==> run_1/class_map.png <==
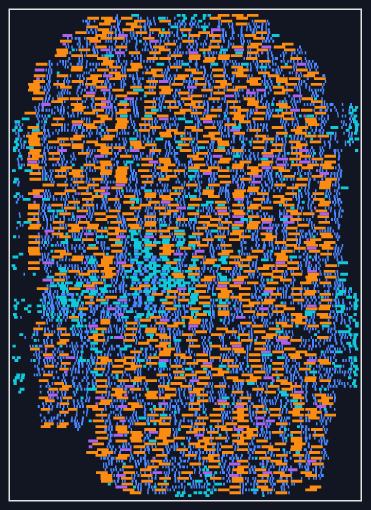
==> run_1/clock_nets.png <==
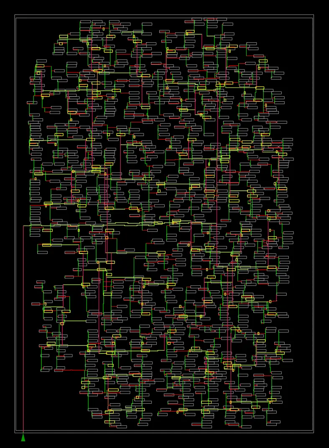
==> run_1/clock_wires.png <==
Bar = 100 um.
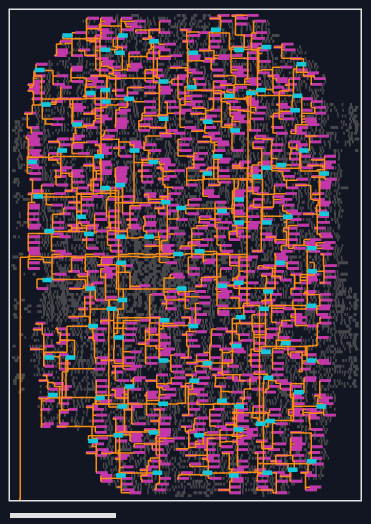
==> config.mk <==
export PLATFORM = sky130hd
export DESIGN_NAME = regfile_scoreboard
export DESIGN_NICKNAME = d
export VERILOG_FILES = /design/src/rtl/cpu_regfile_pkg.sv /design/src/rtl/regfile_scoreboard_bits.sv /design/src/rtl/regfile_scoreboard.sv
export SDC_FILE = /design/constraint.sdc
export NUM_CORES = 1
export LEC_CHECK = 0
export ABC_AREA = 1
export CAP_MARGIN = 0
export CELL_PAD_IN_SITES_DETAIL_PLACEMENT = 1
export CELL_PAD_IN_SITES_GLOBAL_PLACEMENT = 2
export CORE_ASPECT_RATIO = 1.4
export CORE_MARGIN = 1
export CORE_UTILIZATION = 36
export DETAILED_ROUTE_END_ITERATION = 10
export PLACE_DENSITY = 0.78
export SYNTH_ARGS = -nofsm -noshare
export SYNTH_HDL_FRONTEND = slang
export SYNTH_SLANG_ARGS = --single-unit
==> constraint.sdc <==
create_clock -name clk -period 2.92 [get_ports clk]
set_clock_uncertainty 0.1 [all_clocks]
set_input_delay 0.292 -clock clk [delete_from_list [all_inputs] [get_ports clk]]
set_output_delay 0.292 -clock clk [all_outputs]
set_load 0.005 [all_outputs]
==> src/rtl/cpu_regfile_pkg.sv <==
// Shared register-file definitions used by decode, writeback and the
// register file itself: FSM state encoding and default geometry.
package cpu_regfile_pkg;

  // CLEAR: post-reset zeroing sweep in progress. RUN: normal traffic.
  typedef enum logic {
    CLEAR = 1'b0,
    RUN   = 1'b1
  } state_e;

  localparam int DEFAULT_DATA_W   = 32;
  localparam int DEFAULT_NUM_REGS = 32;

endpackage

==> src/rtl/regfile_scoreboard_bits.sv <==
// Per-register busy scoreboard. A claim sets a bit, a retiring write clears
// it; when both target the same register in one cycle the claim wins.
// Register 0 is hard-wired not busy. Callers pre-qualify set_en/clr_en.
module regfile_scoreboard_bits #(
  parameter int NUM_REGS = 32,
  parameter int ADDR_W   = $clog2(NUM_REGS)
) (
  input  logic              clk,
  input  logic              rst,
  input  logic              set_en,
  input  logic [ADDR_W-1:0] set_addr,
  input  logic              clr_en,
  input  logic [ADDR_W-1:0] clr_addr,
  input  logic [ADDR_W-1:0] ra,
  input  logic [ADDR_W-1:0] rb,
  output logic              busy_ra,
  output logic              busy_rb
);

  logic [NUM_REGS-1:0] busy;

  // Busy flops: set by claim (priority), cleared by writeback, bit 0 pinned low.
  always_ff @(posedge clk or posedge rst) begin
    if (rst) begin
      busy <= '0;
    end else begin
      busy[0] <= 1'b0;
      for (int i = 1; i < NUM_REGS; i++) begin
        if (set_en && (set_addr == ADDR_W'(i))) begin
          busy[i] <= 1'b1;
        end else if (clr_en && (clr_addr == ADDR_W'(i))) begin
          busy[i] <= 1'b0;
        end
      end
    end
  end

  assign busy_ra = busy[ra];
  assign busy_rb = busy[rb];

endmodule

==> src/rtl/regfile_scoreboard.sv <==
// 2R/1W register file with hardware clear sweep, optional same-cycle
// write-to-read bypass and a RAW busy scoreboard.
// Handshake: there is no per-transfer backpressure. ready is a level; while
// it is low every we/claim_en is dropped and all read outputs read 0. While
// ready is high every we and claim_en pulse is accepted on that clock edge.
module regfile_scoreboard
  import cpu_regfile_pkg::*;
#(
  parameter int DATA_W   = DEFAULT_DATA_W,
  parameter int NUM_REGS = DEFAULT_NUM_REGS,
  parameter int ADDR_W   = $clog2(NUM_REGS),
  parameter int BYPASS   = 1
) (
  input  logic              clk,
  input  logic              rst,
  output logic              ready,
  input  logic [ADDR_W-1:0] ra,
  input  logic [ADDR_W-1:0] rb,
  output logic [DATA_W-1:0] rd1,
  output logic [DATA_W-1:0] rd2,
  output logic              busy_a,
  output logic              busy_b,
  input  logic              we,
  input  logic [ADDR_W-1:0] wa,
  input  logic [DATA_W-1:0] wd,
  input  logic              claim_en,
  input  logic [ADDR_W-1:0] claim_addr,
  output state_e            dbg_state
);

  localparam int CNT_W = ADDR_W + 1;

  state_e             state;
  logic [CNT_W-1:0]   cnt;
  logic [DATA_W-1:0]  regs [NUM_REGS];
  logic               wr_ok;
  logic               claim_ok;
  logic               raw_busy_a;
  logic               raw_busy_b;

  assign wr_ok     = ready && we && (wa != '0);
  assign claim_ok  = ready && claim_en && (claim_addr != '0);
  assign dbg_state = state;

  // Clear-sweep FSM: walk cnt over every register, then enter RUN and raise ready.
  always_ff @(posedge clk or posedge rst) begin
    if (rst) begin
      state <= CLEAR;
      cnt   <= '0;
      ready <= 1'b0;
    end else begin
      case (state)
        CLEAR: begin
          cnt <= cnt + 1'b1;
          if (cnt == CNT_W'(NUM_REGS - 1)) begin
            state <= RUN;
            ready <= 1'b1;
          end
        end
        RUN: begin
          ready <= 1'b1;
        end
        default: begin
          state <= CLEAR;
          cnt   <= '0;
          ready <= 1'b0;
        end
      endcase
    end
  end

  // Storage: zeroed by the sweep, otherwise updated by qualified writeback.
  always_ff @(posedge clk) begin
    if (state == CLEAR) begin
      regs[cnt[ADDR_W-1:0]] <= '0;
    end else if (wr_ok) begin
      regs[wa] <= wd;
    end
  end

  regfile_scoreboard_bits #(
    .NUM_REGS (NUM_REGS),
    .ADDR_W   (ADDR_W)
  ) u_bits (
    .clk      (clk),
    .rst      (rst),
    .set_en   (claim_ok),
    .set_addr (claim_addr),
    .clr_en   (wr_ok),
    .clr_addr (wa),
    .ra       (ra),
    .rb       (rb),
    .busy_ra  (raw_busy_a),
    .busy_rb  (raw_busy_b)
  );

  // Port A read mux: zero register, optional bypass of the retiring write, array.
  always_comb begin
    rd1    = '0;
    busy_a = 1'b0;
    if (ready && (ra != '0)) begin
      if ((BYPASS != 0) && we && (wa == ra)) begin
        rd1 = wd;
      end else begin
        rd1    = regs[ra];
        busy_a = raw_busy_a;
      end
    end
  end

  // Port B read mux: same structure as port A.
  always_comb begin
    rd2    = '0;
    busy_b = 1'b0;
    if (ready && (rb != '0)) begin
      if ((BYPASS != 0) && we && (wa == rb)) begin
        rd2 = wd;
      end else begin
        rd2    = regs[rb];
        busy_b = raw_busy_b;
      end
    end
  end

endmodule
==> results.sh <==
# flow metrics
export IMPL_setup_viol_count_final=1
export IMPL_max_stage_delay_ns=0.48
export IMPL_cp_top_family="AND-OR/OR-AND gates"
export IMPL_yosysMostFrequentCell="nand2_1"
export IMPL_top_power_group="registers"
export IMPL_cts_setup_buffers=22
export IMPL_crit_start="regs[14][22]$_DFFE_PP_"
export IMPL_antenna_found_initial=6
export IMPL_logic_family="simple AND/OR/NAND/NOR gates"
export IMPL_cts_root_buffer="clkbuf_16"
export IMPL_period_minus_slack_ns=2.930
export IMPL_synth_area_mux_share_pct=0
export IMPL_hp_class="input port to flop"
export IMPL_critical_path_class="flop to primary output"
export IMPL_seqCellArea_um2=31730
export IMPL_drc_errors=0
export IMPL_power_frac_comb_pct=13.3
export IMPL_fa_ha_area_share_pct=0.02286
export IMPL_num_vias=49270
export IMPL_seq_area_share_pct=47.09
export IMPL_area_leaders="edfxtp_1, nand2_1, nand3_1"
export IMPL_critPathBufInv=1
export IMPL_ys_ff=1063
export IMPL_synth_simple_area_share_pct=21.94
export IMPL_wl_um=239700
export IMPL_vdd_drop_max_mv=0.4739
export IMPL_crit_reg2reg_launch="ready$_DFFE_PP0P_"
export IMPL_grt_pass1_vias=50180
export IMPL_grt_pass1_wl_um=345400
export IMPL_max_slew_margin_pct=41.81
export IMPL_die_area_um2=153600
export IMPL_grt_total_usage_pct=30.52
export IMPL_n_fill_cell=16950
export IMPL_whs_path_depth=6
export IMPL_violations="setup timing"
export IMPL_arrival_ns=2.54
export IMPL_max_freq_mhz=341.3
export IMPL_floorplan_core_util_pct=36.42
export IMPL_cts_tree="done"
export IMPL_drv_slew=0
export IMPL_tool_warnings=30
export IMPL_n_antenna_cell=1
export IMPL_status="finished with violations"
export IMPL_worst_path_stages=7
export IMPL_clk_pin_slew_ns=0.06
export IMPL_p_seq_mw=16.8
export IMPL_drtIter0Drc=4808
export IMPL_grt_max_degree=75
export IMPL_cts_max_level=3
export IMPL_powerClk_mw=14.5
export IMPL_post_route_util_pct=44.83
export IMPL_nNetsFinal=6525
export IMPL_worstMarginPinSlew_ns=0.8662
export IMPL_port_buffers=123
export IMPL_comb_cells=4217
export IMPL_syn_num_nets=6243
export IMPL_synthAoiAreaFrac_pct=13.11
export IMPL_top_area_share_pct=56.18
export IMPL_hp_start="wa[2]"
export IMPL_layout_top_cells="nand2_1, edfxtp_1, nand3_1, o21ai_0, nor2_1"
export IMPL_cp_endpoint="rd2[22]"
export IMPL_syn_area_um2=54730
export IMPL_clk_share_pct=5.305
export IMPL_setup_ws_ns=-0.009864
export IMPL_p_int_mw=26.55
export IMPL_clock_buffers=130
export IMPL_p_clk_share_pct=40.1
export IMPL_ys_sh_xor_pct=0.1120
export IMPL_critPathSlowestCell="edfxtp_1"
export IMPL_power_frac_seq_pct=46.6
export IMPL_clockBufferDepth=3
export IMPL_drive_above_1_share_pct=12.72
export IMPL_top_level_ports=124
export IMPL_yosys_stat_cells=6186
export IMPL_powerComb_mw=4.80
export IMPL_hpwlAfterDp_um=153300
export IMPL_cp_end_kind="primary output"
export IMPL_ys_async_sr_fraction_pct=3.669
export IMPL_hold_viol=0
export IMPL_hold_path_end="u_bits.busy[24]$_DFFE_PP0P_"
-- class_map.png (at the start) --
orange -> registers  # cells 1063, share of their area 49%
blue -> remaining logic cells  # cells 4679, share of their area 33%
purple -> clock drivers and dummy loads  # cells 202, share of their area 5.5%
cyan -> remaining buffers and delay cells  # cells 615, share of their area 12%
area of the core: 150300 um2
row count: 168
final instance area: 67380 um2

-- clock_nets.png (at the start) --
clock sinks: 1063
CTS buffer count: 109

-- clock_wires.png (at the start) --
orange -> clock wires  # length 15000 um
magenta -> flip-flops  # count 1063
cyan -> clock-net drivers  # count 109
flops lie = spread over the die
routed clock nets = 110

-- run 1: per-stage QoR --
stage                     power [mW]  hold slack (ns)  area (um2)  instances  setup slack [ns]
after floorplan                19.39           0.2997       54730       6186           -0.3595
after global placement         21.79           0.3692       62770       8271          -0.09795
after detailed placement       21.85           0.3786       62770       8271           -0.1749
after CTS                      36.19           0.1676       66910       8499          -0.09460
after global routing           37.09           0.2363       67380       8515          -0.06192
final                          36.14           0.1964       67380       8515         -0.009864
-- run 1: metal layers --
metal  GRT usage (%)  vias up  wire [um]
li1                -    21760          -
met1           39.21    25070      97790
met2           51.30     1948     115200
met3           4.062      485      16230
met4           13.27        2      10470
met5               0        -          8
-- run 1: flip-flops by register name, summed over array words and instances (netlist names) --
register     cells
ready            1
regs          1024
u_bits.busy     31
dbg_state        1
cnt              6
Power is estimated from default activity; no workload was simulated.
